## config.mk

```make
export PLATFORM = sky130hd
export DESIGN_NAME = frame_write_scheduler_flat
export DESIGN_NICKNAME = d
export VERILOG_FILES = /design/src/rtl/frame_write_scheduler_if.sv /design/src/rtl/frame_write_scheduler.sv /design/src/flat_wrapper.sv
export SDC_FILE = /design/constraint.sdc
export NUM_CORES = 1
export LEC_CHECK = 0
export CORE_ASPECT_RATIO = 2
export CORE_MARGIN = 2
export CORE_UTILIZATION = 35
export DETAILED_ROUTE_END_ITERATION = 8
export PLACE_DENSITY_LB_ADDON = 0.15
export SETUP_SLACK_MARGIN = 0.05
export SLEW_MARGIN = 20
export SYNTH_ARGS = -nofsm -noshare
export SYNTH_HDL_FRONTEND = slang
export SYNTH_SLANG_ARGS = --single-unit
export TNS_END_PERCENT = 50
```

## constraint.sdc

```tcl
create_clock -name clk -period 4.57 [get_ports clk]
set_input_delay 0.6855 -clock clk [delete_from_list [all_inputs] [get_ports clk]]
set_output_delay 0.6855 -clock clk [all_outputs]
set_load 0.05 [all_outputs]
```

## src/rtl/frame_write_scheduler_if.sv

```systemverilog
// Write-side bundle of the frame write scheduler: drawing clients, clear/swap
// handshakes and the registered double-buffer write port.
interface frame_write_scheduler_if #(
  parameter int ADDR_W = 15,
  parameter int DATA_W = 24
);
  logic [9:0]        yPos;
  logic              aReq;
  logic [ADDR_W-1:0] aAddr;
  logic [DATA_W-1:0] aData;
  logic              aGnt;
  logic              bReq;
  logic [ADDR_W-1:0] bAddr;
  logic [DATA_W-1:0] bData;
  logic              bGnt;
  logic              clearReq;
  logic [DATA_W-1:0] clearColor;
  logic              clearDone;
  logic              swapReq;
  logic              swapAck;
  logic              frontBank;
  logic              wrEn;
  logic              wrBank;
  logic [ADDR_W-1:0] wrAddr;
  logic [DATA_W-1:0] wrData;
  logic              busy;

  // Requesting side: render logic, clear/swap control and the VGA line counter.
  modport master (
    output yPos, aReq, aAddr, aData, bReq, bAddr, bData,
           clearReq, clearColor, swapReq,
    input  aGnt, bGnt, clearDone, swapAck, frontBank,
           wrEn, wrBank, wrAddr, wrData, busy
  );

  modport slave (
    input  yPos, aReq, aAddr, aData, bReq, bAddr, bData,
           clearReq, clearColor, swapReq,
    output aGnt, bGnt, clearDone, swapAck, frontBank,
           wrEn, wrBank, wrAddr, wrData, busy
  );
endinterface

```

## src/rtl/frame_write_scheduler.sv

```systemverilog
// Schedules all writes into the VGA double buffer: round-robin client writes,
// back-bank clear, and bank swaps aligned to the start of vertical blanking.
//
// state   | meaning
// RUN     | clients arbitrated round-robin, one write per transfer
// CLEAR   | back bank filled with the latched colour, one word per cycle
// PENDING | swap committed, waiting for the next vblank start
module frame_write_scheduler #(
  parameter int ADDR_W   = 15,
  parameter int DEPTH    = 19200,
  parameter int DATA_W   = 24,
  parameter int V_ACTIVE = 480
) (
  input logic clk,
  input logic rstN,
  frame_write_scheduler_if.slave bus
);

  typedef enum logic [1:0] {RUN, CLEAR, PENDING} stateT;

  localparam logic [ADDR_W-1:0] LAST_ADDR = ADDR_W'(DEPTH - 1);
  localparam logic [9:0]        VBLANK_LN = 10'(V_ACTIVE);

  stateT             state;
  logic              frontBank;
  logic              lastWinnerB;
  logic [ADDR_W-1:0] clrCnt;
  logic [DATA_W-1:0] clrColor;
  logic [9:0]        yPosD;
  logic              wrEn;
  logic              wrBank;
  logic [ADDR_W-1:0] wrAddr;
  logic [DATA_W-1:0] wrData;
  logic              swapAck;
  logic              clearDone;
  logic              busy;

  logic vblankStart;
  logic clearEff;
  logic swapEff;
  logic runIdle;
  logic aGnt;
  logic bGnt;

  assign vblankStart = (yPosD != VBLANK_LN) && (bus.yPos == VBLANK_LN);

  // Requests are level-held until their pulse; ignore them in the pulse
  // cycle so a just-finished clear or swap is not restarted.
  assign clearEff = bus.clearReq & ~clearDone;
  assign swapEff  = bus.swapReq & ~swapAck;
  assign runIdle  = rstN & (state == RUN) & ~clearEff & ~swapEff;

  assign aGnt = runIdle & bus.aReq & (~bus.bReq | lastWinnerB);
  assign bGnt = runIdle & bus.bReq & ~aGnt;

  always_ff @(posedge clk or negedge rstN) begin
    if (!rstN) begin
      state       <= RUN;
      frontBank   <= 1'b0;
      lastWinnerB <= 1'b1;
      clrCnt      <= '0;
      clrColor    <= '0;
      yPosD       <= '0;
      wrEn        <= 1'b0;
      wrBank      <= 1'b0;
      wrAddr      <= '0;
      wrData      <= '0;
      swapAck     <= 1'b0;
      clearDone   <= 1'b0;
      busy        <= 1'b0;
    end else begin
      yPosD     <= bus.yPos;
      wrEn      <= 1'b0;
      swapAck   <= 1'b0;
      clearDone <= 1'b0;
      case (state)
        RUN: begin
          if (clearEff) begin
            state    <= CLEAR;
            clrColor <= bus.clearColor;
            clrCnt   <= '0;
            busy     <= 1'b1;
          end else if (swapEff) begin
            state <= PENDING;
            busy  <= 1'b1;
          end else if (aGnt) begin
            wrEn        <= 1'b1;
            wrAddr      <= bus.aAddr;
            wrData      <= bus.aData;
            wrBank      <= ~frontBank;
            lastWinnerB <= 1'b0;
          end else if (bGnt) begin
            wrEn        <= 1'b1;
            wrAddr      <= bus.bAddr;
            wrData      <= bus.bData;
            wrBank      <= ~frontBank;
            lastWinnerB <= 1'b1;
          end
        end
        CLEAR: begin
          wrEn   <= 1'b1;
          wrAddr <= clrCnt;
          wrData <= clrColor;
          wrBank <= ~frontBank;
          if (clrCnt == LAST_ADDR) begin
            state     <= RUN;
            busy      <= 1'b0;
            clearDone <= 1'b1;
          end else begin
            clrCnt <= clrCnt + ADDR_W'(1);
          end
        end
        PENDING: begin
          // Entry-cycle vblank was seen while still in RUN, so it waits a frame.
          if (vblankStart) begin
            frontBank <= ~frontBank;
            swapAck   <= 1'b1;
            state     <= RUN;
            busy      <= 1'b0;
          end
        end
        default: begin
          state <= RUN;
          busy  <= 1'b0;
        end
      endcase
    end
  end

  assign bus.aGnt      = aGnt;
  assign bus.bGnt      = bGnt;
  assign bus.frontBank = frontBank;
  assign bus.wrEn      = wrEn;
  assign bus.wrBank    = wrBank;
  assign bus.wrAddr    = wrAddr;
  assign bus.wrData    = wrData;
  assign bus.swapAck   = swapAck;
  assign bus.clearDone = clearDone;
  assign bus.busy      = busy;

endmodule

```

## src/flat_wrapper.sv

```systemverilog
// flat-port wrapper written by rule: the top's interface ports become plain ports
module frame_write_scheduler_flat 
#(
  parameter int ADDR_W   = 15,
  parameter int DEPTH    = 19200,
  parameter int DATA_W   = 24,
  parameter int V_ACTIVE = 480
)
  (clk, rstN, bus_yPos, bus_aReq, bus_aAddr, bus_aData, bus_bReq, bus_bAddr, bus_bData, bus_clearReq, bus_clearColor, bus_swapReq, bus_aGnt, bus_bGnt, bus_clearDone, bus_swapAck, bus_frontBank, bus_wrEn, bus_wrBank, bus_wrAddr, bus_wrData, bus_busy);
  frame_write_scheduler_if #(.ADDR_W(ADDR_W), .DATA_W(DATA_W)) bus_i ();
  input logic clk;
  input logic rstN;
  input wire logic [$bits(bus_i.yPos)-1:0] bus_yPos;
  input wire logic [$bits(bus_i.aReq)-1:0] bus_aReq;
  input wire logic [$bits(bus_i.aAddr)-1:0] bus_aAddr;
  input wire logic [$bits(bus_i.aData)-1:0] bus_aData;
  input wire logic [$bits(bus_i.bReq)-1:0] bus_bReq;
  input wire logic [$bits(bus_i.bAddr)-1:0] bus_bAddr;
  input wire logic [$bits(bus_i.bData)-1:0] bus_bData;
  input wire logic [$bits(bus_i.clearReq)-1:0] bus_clearReq;
  input wire logic [$bits(bus_i.clearColor)-1:0] bus_clearColor;
  input wire logic [$bits(bus_i.swapReq)-1:0] bus_swapReq;
  output wire logic [$bits(bus_i.aGnt)-1:0] bus_aGnt;
  output wire logic [$bits(bus_i.bGnt)-1:0] bus_bGnt;
  output wire logic [$bits(bus_i.clearDone)-1:0] bus_clearDone;
  output wire logic [$bits(bus_i.swapAck)-1:0] bus_swapAck;
  output wire logic [$bits(bus_i.frontBank)-1:0] bus_frontBank;
  output wire logic [$bits(bus_i.wrEn)-1:0] bus_wrEn;
  output wire logic [$bits(bus_i.wrBank)-1:0] bus_wrBank;
  output wire logic [$bits(bus_i.wrAddr)-1:0] bus_wrAddr;
  output wire logic [$bits(bus_i.wrData)-1:0] bus_wrData;
  output wire logic [$bits(bus_i.busy)-1:0] bus_busy;
  assign bus_i.yPos = bus_yPos;
  assign bus_i.aReq = bus_aReq;
  assign bus_i.aAddr = bus_aAddr;
  assign bus_i.aData = bus_aData;
  assign bus_i.bReq = bus_bReq;
  assign bus_i.bAddr = bus_bAddr;
  assign bus_i.bData = bus_bData;
  assign bus_i.clearReq = bus_clearReq;
  assign bus_i.clearColor = bus_clearColor;
  assign bus_i.swapReq = bus_swapReq;
  assign bus_aGnt = bus_i.aGnt;
  assign bus_bGnt = bus_i.bGnt;
  assign bus_clearDone = bus_i.clearDone;
  assign bus_swapAck = bus_i.swapAck;
  assign bus_frontBank = bus_i.frontBank;
  assign bus_wrEn = bus_i.wrEn;
  assign bus_wrBank = bus_i.wrBank;
  assign bus_wrAddr = bus_i.wrAddr;
  assign bus_wrData = bus_i.wrData;
  assign bus_busy = bus_i.busy;
  frame_write_scheduler #(.ADDR_W(ADDR_W), .DEPTH(DEPTH), .DATA_W(DATA_W), .V_ACTIVE(V_ACTIVE)) u_core (.clk(clk), .rstN(rstN), .bus(bus_i));
endmodule
```

Figure 1. Cells colored by class (run 1).
(3 px per um) Fill, decap, tap and diode cells in gray.
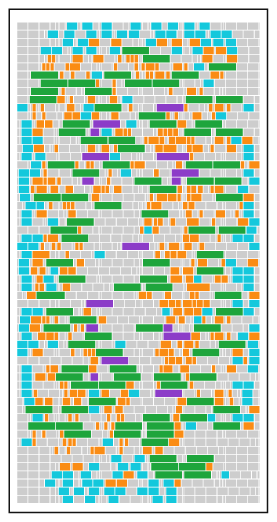
legend:
  purple:
    class: clock drivers and dummy loads
    cells: 16
  cyan:
    class: other buffers and delay cells
    cells: 171
  orange:
    class: combinational and other logic
    cells: 344
  green:
    class: flops
    cells: 97

Figure 2. Clock distribution (run 1).
(4 px per um)
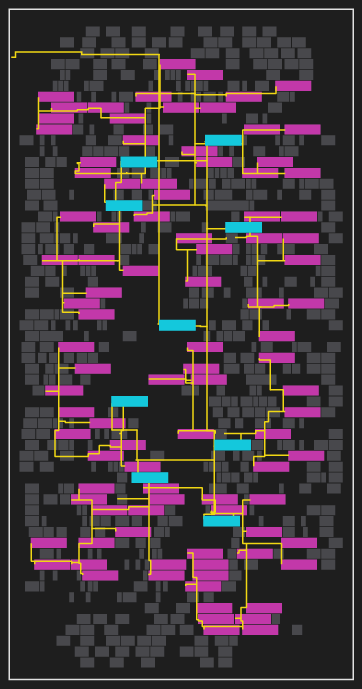
legend:
  cyan:
    item: clock drivers
    count: 9
  magenta:
    item: flip-flops
    count: 97
  yellow:
    item: clock wires
    length: 1160 um
flops lie: widely spread
routed clock nets: 10

Figure 3. Local utilization (run 1).
(2 px per um) 9 x 17 tiles, from black (low) to pale yellow (high), 0 to 100% covered.
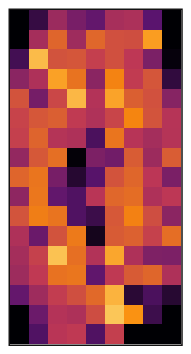
emptiest ninth of the die: bottom right
fullest tile: 88%
nearly empty tiles: 7.8%
fp util: 35.9%
Layout Utilization: 51.9%
Core ar.: 13000 um^2

==> Slide: Implementation Results, run 1 <==
Key Metrics from the Run

Detailed routing
  • Via Count: 4097

Final timing
  • Final period utilization: 75.6%
  • Final TNS setup: 0 ns
  • Clk_skew: 0.00547 ns
  • Final hold violations: 0

Floorplanning
  • Die width: 85.6 um

Global routing
  • GRT Total Usage: 19.4%
  • Largest net degree at the start of global routing: 73

Logic synthesis
  • Main flop type: dfrtp_1
  • Synthesis area per yosys: 4660 um^2
  • Async set or reset register ratio after synthesis: 100%

Cells and area
  • Synthesis-to-finish area growth: 44.7%
  • Number of diodes: 0
  • Final cell count without fillers: 780

Setup path
  • Worst R2R Setup Slack: between 2 and 2.5 ns
  • Worst endpoint data arrival time: about 2.8 ns
  • Worst setup startpoint: bus_clearReq
  • Startpoint types: primary input

Power
  • Peak VDD IR: 342 uV

Outcome
  • Status: finished, final reports clean

Clocking
  • CTS tree: yes

Placed design
  • Final RePlAce weighted congestion: 0.967
[run 1: critical path: stages]
cell	delay, ns
clkdlybuf4s50_1	0.41
nand2b_1	0.20
nand4_4	0.41
nor2_1	0.22
clkdlybuf4s50_1	0.83
[run 1: sequential cells by signal, indices dropped and copies added, names as in the netlist]
name and count:
u_core.bus.wrEn 1, u_core.bus.frontBank 1, u_core.yPosD 10, u_core.clrColor 24, u_core.bus.clearDone 1, u_core.bus.wrAddr 15
u_core.lastWinnerB 1, u_core.clrCnt 15, u_core.state 2, u_core.bus.wrData 24, u_core.bus.swapAck 1, u_core.bus.busy 1
u_core.bus.wrBank 1
[run 1: per-stage QoR]
stage	power, mW	hold WS [ns]	utilization, %	setup slack [ns]
final	4.26	0.254	51.9	1.12
after global routing	4.52	0.269	51.9	0.947
after global placement	3.47	0.459	49.5	1.13
after detailed placement	3.51	0.462	49.5	1.12
after CTS	4.31	0.250	51.9	1.11
after floorplan	2.77	0.390	-	1.97
[run 1: synthesized netlist by cell type (2+ instances only)]
master	number	share of area [%]
dfrtp_1	96	52
buf_6	2	0.48
buf_2	9	0.97
nand4b_1	4	0.75
and4b_1	2	0.43
nor2_1	27	2.2
nand2_1	107	8.6
a211o_1	2	0.38
nor2b_1	4	0.54
nor4_1	5	0.67
and3_1	2	0.27
a31oi_1	2	0.27
or2_2	3	0.40
xnor2_1	5	0.94
nand4_1	5	0.67
clkbuf_1	17	1.4
a21oi_1	4	0.43
inv_1	21	1.7
mux2i_1	46	9.9
o21ai_0	10	1.1
a221oi_1	17	3.2
buf_1	2	0.16
nand2b_1	4	0.54
nor3_1	5	0.54
o31ai_1	2	0.32
nand3_1	5	0.54
o211ai_1	46	7.4
[run 1: cells by family after synthesis]
group	count (synthesis)	synth area share, %
xor gates and xnor gates	5	0.939
adders and majority gates	1	0.268
buffers and inverters	51	4.67
AOI/OAI and AO/OA	88	13.9
and+or+nand+nor	183	18.3
muxes	46	9.88
DFF	97	52.1
[run 1: routing by layer]
metal	GRT usage, %	share of wire (%)	vias up
met1	20.6	36	1985
met2	36.8	57	128
met5	0	0	-
met4	7.52	2.3	0
li1	-	-	1963
met3	3.35	5.2	21
[run 1: where the power goes]
part / total [mW] / internal (mW) / switching [mW]
clock network: 0.788 / 0.437 / 0.351
logic: 2.07 / 0.750 / 1.32
registers: 1.40 / 1.19 / 0.213
[run 1: final cells by class]
type                       count  area share, %
sequential                    97           36.0
multi-input combinational    323           30.3
timing repair buffer         171           25.1
clock buffer                   9           3.34
tap                          152           2.82
clock inverter                 7           1.28
inverter                      21           1.17
Figure 4. Layout detail (run 1).
Region (30, 71) to (55, 96) um. Cells in gray, sequential cells in the stronger gray; small squares are vias.
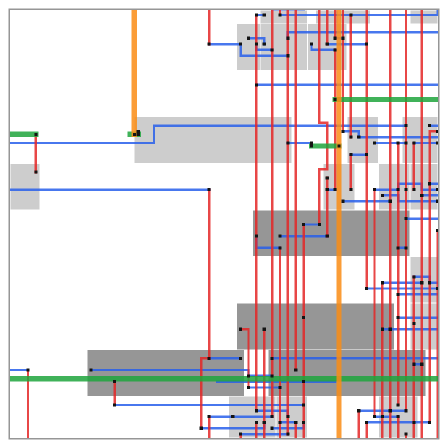

--- run 2 (diff from run 1) ---
- clock period: 4.57 -> 3.3 ns (I/O delays scaled with it)
Figure 5. Layout detail (run 2).
Region (30, 71) to (55, 96) um. Cells in gray, sequential cells in the stronger gray; small squares are vias.
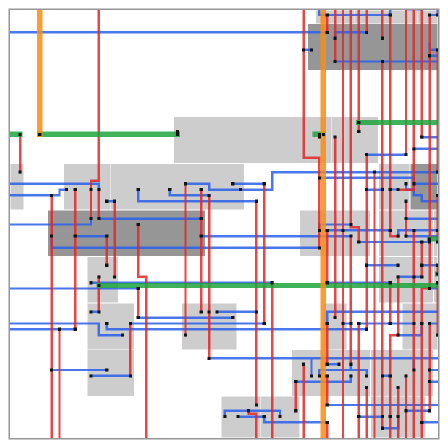
legend:
  blue:
    layer: metal 1
  red:
    layer: metal 2
  green:
    layer: metal 3
  orange:
    layer: metal 4
most frequent: o21ai_0 (2), buf_4 (2), dfrtp_1 (2)
netlist names of flops here include: u_core.bus.wrBank (1), u_core.clrCnt (1)
cells with their middle in the window: 22
sequential cells in the window: 2

Figure 6. Clock distribution (run 2).
(4 px per um)
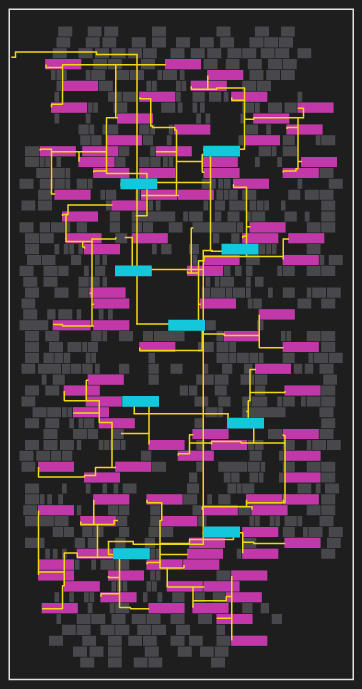
legend:
  yellow:
    item: clock wires
    length: 1250 um
  cyan:
    item: clock drivers
    count: 9
  magenta:
    item: flip-flops
    count: 97
flops lie: widely spread
routed clock nets: 10
Clock Latency Late Sink: 0.35 ns
clk_skew: 0.00843 ns
Clk power: 1.21 mW
power share of the clock group: 20.0%

==> Slide: Implementation Results, run 2 <==
Key Metrics from the Run

Floorplanning
  • Fp util: 35.9% (unchanged)
  • Core ar.: 13000 um^2 (unchanged)
  • Die width: 85.6 um (unchanged)

Final timing
  • Final TNS setup: 0 ns (unchanged)
  • Final hold violations: 0 (unchanged)
  • Final period utilization: 74.4%

Power
  • Final Total Pwr: 6.03 mW (was 4.26 mW)
  • Peak VDD IR: 479 uV (was 342 uV)
  • Combinational share of power: 47.7% (was 48.6%)
  • P_int: 3.45 mW (was 2.37 mW)
  • Sequential share of power: 32.3% (was 32.9%)
  • Sw Share: 42.9% (was 44.2%)

Global routing
  • Largest net degree at the start of global routing: 68 (was 73)
  • GRT Total Usage: 19.5% (was 19.4%)

Cells and area
  • Number of diodes: 0 (unchanged)
  • Synthesis-to-finish area growth: 46.5% (was 44.7%)
  • Registers with the most flip-flops: u_core.bus.wrData (24), u_core.clrColor (24) (unchanged)

Logic synthesis
  • Most common cell in the synthesized netlist: nand2_1 (unchanged)
  • Main flop type: dfrtp_1 (unchanged)
  • Synthesis area per yosys: 4660 um^2 (unchanged)
  • Top cells by area: dfrtp_1 52%, mux2i_1 9.9%, nand2_1 8.6% (unchanged)
  • Area leader, netlist: dfrtp_1 (unchanged)

Setup path
  • Worst R2R Setup Slack: 1.15 ns (was 2.07 ns)
  • Startpoint types: primary input (unchanged)
  • Worst endpoint data arrival time: 1.96 ns (was 2.77 ns)

Detailed routing
  • Via Count: 4111 (was 4097)
  • DR top layer: met4 (unchanged)
  • Met2 wire len: 7710 um (was 7680 um)
  • Wl on met1: 4890 um (was 4780 um)

Placed design
  • Final RePlAce weighted congestion: 0.945 (was 0.967)

Outcome
  • Status: finished, final reports clean (unchanged)
run 2: final cells by class:
| class | count | share of cell area [%] |
|---|---|---|
| clock inverter | 6 | 1.69 |
| sequential | 97 | 35.6 |
| tap | 152 | 2.78 |
| multi-input combinational | 323 | 29.9 |
| inverter | 21 | 1.15 |
| clock buffer | 9 | 3.30 |
| timing repair buffer | 176 | 25.6 |
run 2: path summary, 6_finish.rpt:
check                           cells after the start                           start                                 to
worst min register to register                      2  u_core.clrColor[7]$_DFFE_PN0P_     u_core.clrColor[7]$_DFFE_PN0P_
worst max register to register                      3     u_core.state[1]$_DFFE_PN0P_   u_core.bus.wrAddr[9]$_DFFE_PN0P_
max in group asynchronous                           2                            rstN  u_core.bus.wrData[14]$_DFFE_PN0P_
worst min-delay path                                1                            rstN       u_core.clrCnt[9]$_DFFE_PN0P_
worst max-delay path                                6                        bus_bReq                           bus_aGnt
min in group clk                                    2  u_core.clrColor[7]$_DFFE_PN0P_     u_core.clrColor[7]$_DFFE_PN0P_
run 2: cell families after synthesis:
kind of cell               count (synthesis)  synth area share, %
buffers and inverters                     51                 4.67
and+or+nand+nor                          183                 18.3
DFF                                       97                 52.1
AOI/OAI and AO/OA                         88                 13.9
adders and majority gates                  1                0.268
muxes                                     46                 9.88
xor gates and xnor gates                   5                0.939
run 2: layer usage:
layer  track usage, %  vias up
li1                 -     1979
met3             3.94       20
met4             7.25        0
met2             37.2      128
met1             20.4     1984
met5                0        -
run 2: per-stage QoR:
step                      setup slack, ns  util (%)  hold WS, ns  instances
final                               0.843      52.6       0.0910        784
after global routing                0.741      52.6        0.124        784
after CTS                           0.840      52.6        0.111        784
after detailed placement            0.841      50.0        0.463        769
after global placement              0.889      50.0        0.460        769
after floorplan                     0.895         -        0.199        471
run 2: power groups by stage:
| stage | Sequential (mW) | Combinational [mW] | Clock, mW |
|---|---|---|---|
| detailed placement | 1.96 | 2.91 | 0 |
| global placement | 1.95 | 2.87 | 0 |
| CTS | 1.95 | 2.92 | 1.24 |
| global route | 2.01 | 3.11 | 1.28 |
| finish | 1.95 | 2.88 | 1.21 |
| floorplan | 2.72 | 1.11 | 0 |
run 2: worst max-delay path, cell delays in order:
cell             delay, ns
clkdlybuf4s50_1       0.58
inv_1                 0.10
o21ai_4               0.20
buf_4                 0.30
nor2_1                0.09
buf_4                 0.20
Power and IR drop assume default switching activity.
